[src/rtl/fetch1_inst_queue.sv]
// F1 fetch stage: forwards F0 requests to imem, queues in-order responses for decode, credits stall F0.
// Optional FETCH1_BYPASS_EN: a kept response drives decode directly in its own cycle when the queue is empty.
module fetch1_inst_queue #(
    parameter int DEPTH = 4,
    parameter int CNT_W = $clog2(DEPTH) + 1
) (
    input  logic        clk,
    input  logic        rst,
    input  logic        redir_i,
    input  logic        f0_valid_i,
    input  logic [63:0] f0_pc_i,
    output logic        stall_f0_o,
    output logic        imem_req_valid_o,
    output logic [63:0] imem_req_addr_o,
    input  logic        imem_req_ready_i,
    input  logic        imem_resp_valid_i,
    input  logic [31:0] imem_resp_data_i,
    output logic        inst_valid_o,
    output logic [63:0] inst_pc_o,
    output logic [31:0] inst_o,
    input  logic        inst_ready_i
);
    localparam int PTR_W = $clog2(DEPTH);

    logic [63:0]      q_pc_reg   [DEPTH];
    logic [31:0]      q_inst_reg [DEPTH];
    logic [63:0]      pf_pc_reg  [DEPTH];
    logic [PTR_W-1:0] q_wr_ptr_reg, q_rd_ptr_reg, pf_wr_ptr_reg, pf_rd_ptr_reg;
    logic [CNT_W-1:0] occ_reg, outst_reg, drop_reg;
    logic [CNT_W:0]   credits_used;
    logic             fire, resp, resp_drop, resp_keep;
    logic             q_push, q_pop, bypass;
    logic [63:0]      resp_pc;

    assign imem_req_valid_o = f0_valid_i & ~rst;
    assign imem_req_addr_o  = f0_pc_i;
    assign fire             = imem_req_valid_o & imem_req_ready_i;

    // Credits count both queued entries and reads in flight, so the queue can never overflow.
    assign credits_used = {1'b0, occ_reg} + {1'b0, outst_reg};
    assign stall_f0_o   = rst | ~imem_req_ready_i | (credits_used >= (CNT_W+1)'(DEPTH));

    assign resp      = imem_resp_valid_i;
    assign resp_drop = resp & ((drop_reg != '0) | redir_i);
    assign resp_keep = resp & ~resp_drop;
    assign resp_pc   = pf_pc_reg[pf_rd_ptr_reg];

`ifdef FETCH1_BYPASS_EN
    assign bypass       = resp_keep & (occ_reg == '0);
    assign inst_valid_o = ((occ_reg != '0) | bypass) & ~redir_i;
    assign inst_pc_o    = bypass ? resp_pc : q_pc_reg[q_rd_ptr_reg];
    assign inst_o       = bypass ? imem_resp_data_i : q_inst_reg[q_rd_ptr_reg];
`else
    assign bypass       = 1'b0;
    assign inst_valid_o = (occ_reg != '0) & ~redir_i;
    assign inst_pc_o    = q_pc_reg[q_rd_ptr_reg];
    assign inst_o       = q_inst_reg[q_rd_ptr_reg];
`endif

    // A bypassed entry consumed by decode never enters the queue.
    assign q_pop  = (occ_reg != '0) & ~redir_i & inst_ready_i;
    assign q_push = resp_keep & ~(bypass & inst_ready_i);

    always_ff @(posedge clk) begin
        if (q_push) begin
            q_pc_reg[q_wr_ptr_reg]   <= resp_pc;
            q_inst_reg[q_wr_ptr_reg] <= imem_resp_data_i;
        end
        if (fire) begin
            pf_pc_reg[pf_wr_ptr_reg] <= f0_pc_i;
        end
    end

    always_ff @(posedge clk or posedge rst) begin
        if (rst) begin
            q_wr_ptr_reg  <= '0;
            q_rd_ptr_reg  <= '0;
            pf_wr_ptr_reg <= '0;
            pf_rd_ptr_reg <= '0;
            occ_reg       <= '0;
            outst_reg     <= '0;
            drop_reg      <= '0;
        end else begin
            outst_reg <= outst_reg + CNT_W'(fire) - CNT_W'(resp);
            if (fire) begin
                pf_wr_ptr_reg <= pf_wr_ptr_reg + PTR_W'(1);
            end
            if (redir_i) begin
                // Everything issued before this cycle becomes stale; a request fired now survives.
                q_rd_ptr_reg  <= q_wr_ptr_reg;
                occ_reg       <= '0;
                pf_rd_ptr_reg <= pf_wr_ptr_reg;
                drop_reg      <= outst_reg - CNT_W'(resp);
            end else begin
                if (q_push) begin
                    q_wr_ptr_reg <= q_wr_ptr_reg + PTR_W'(1);
                end
                if (q_pop) begin
                    q_rd_ptr_reg <= q_rd_ptr_reg + PTR_W'(1);
                end
                occ_reg <= occ_reg + CNT_W'(q_push) - CNT_W'(q_pop);
                if (resp_keep) begin
                    pf_rd_ptr_reg <= pf_rd_ptr_reg + PTR_W'(1);
                end
                if (resp_drop && (drop_reg != '0)) begin
                    drop_reg <= drop_reg - CNT_W'(1);
                end
            end
        end
    end
endmodule

[config.mk]
export PLATFORM = sky130hd
export DESIGN_NAME = fetch1_inst_queue
export DESIGN_NICKNAME = d
export VERILOG_FILES = /design/src/rtl/fetch1_inst_queue.sv
export SDC_FILE = /design/constraint.sdc
export NUM_CORES = 1
export LEC_CHECK = 0
export ABC_AREA = 1
export CAP_MARGIN = 20
export CORE_UTILIZATION = 30
export CTS_CLUSTER_SIZE = 8
export DETAILED_ROUTE_END_ITERATION = 8
export GPL_TIMING_DRIVEN = 0
export HOLD_SLACK_MARGIN = 0.05
export SLEW_MARGIN = 5
export SYNTH_ARGS = -nofsm -noshare
export SYNTH_HDL_FRONTEND = slang
export SYNTH_SLANG_ARGS = --single-unit
[constraint.sdc]
create_clock -name clk -period 13.6 [get_ports clk]
set_input_delay 2.04 -clock clk [delete_from_list [all_inputs] [get_ports clk]]
set_output_delay 2.04 -clock clk [all_outputs]
set_load 0.03 [all_outputs]
**Sequential cells grouped by signal name**

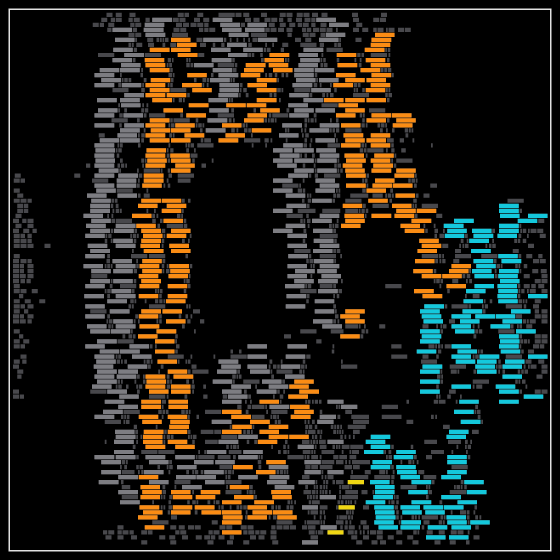
Key: orange = q_pc_reg [flops 256]; yellow = occ_reg [flops 3]; cyan = q_inst_reg [flops 128]
Another 270 sequential cells are not colored.

**Cell placement**

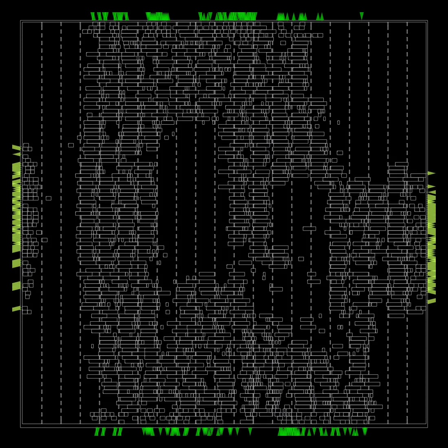
n_taps: 1080
sequential share of cell area: 60.5%

==> job_summary.md <==
### Flow metrics

| Metric | Value |
|---|---|
| Outcome | completed |
| Final Util | between 30% and 40% |
| Via density | 4.85 |
| Die X | between 200 and 300 µm |
| Setup TNS | 0 ns |
| Via count | between 15000 and 20000 |
| Leading power group | registers |
| Placer Congestion | ~0.76 |
| Clock Sinks | between 600 and 700 |
| Area fraction in mux cells | 0% |
| Routing usage on met1 | 19.5% |
| Worst slew margin | ~50% |
| Delay-heaviest family, CP | buffers and inverters |
| Final Total Pwr | between 7 and 8 mW |
| Metal-1 WL | ~28000 µm |
| Global-route wire length before repair | just under 100000 µm |
| Asr flop ratio synth | between 2 and 3% |
| Crit-path cells | clkdlybuf4s50_1 -> inv_1 -> nand4_1 -> clkdlybuf4s50_1 |
| Iter 0 DRT Violations | 1396 |
| Largest net degree at the start of global routing | 27 |
| IO Port Bufs | 264 |
| Leakage | 10.8 nW |
| Critical Path AT | 3.82 ns |
| Distinct lib cells | 25 |
| Share of cells above drive strength 1 | between 10% and 20% |
| WL final | roughly 68000 µm |
| Root Buffer Master | clkbuf_16 |
| Final number of setup-violating endpoints | 0 |
| Slew Limit Fails | 0 |
| Diodes inserted | 2 |
| Fin area | 32500 µm² |
| Final std cells w/o fill | ~3300 |
| Clk latency late pin | roughly 0.63 ns |
| Comb gates | 896 |
| Ys Warns | 0 |
| RSZ-0062 raised after global routing | false |
| Simple share | around 5.7% |
| FILL cells | 7636 |
| Chip Area, Yosys | ~25000 µm² |
| VDD IR max | 0.0896 mV |
| Ao+oa area frac | about a tenth |
| Seq pwr | 2.56 mW |
| Crit path depth | 4 |
| Hold Crit Class | flip-flop to flip-flop |
| Post-Place Cells | around 3100 |
| Floorplan net count | 1884 |
Power figures rest on the tool's default switching activity, not on a simulated workload.
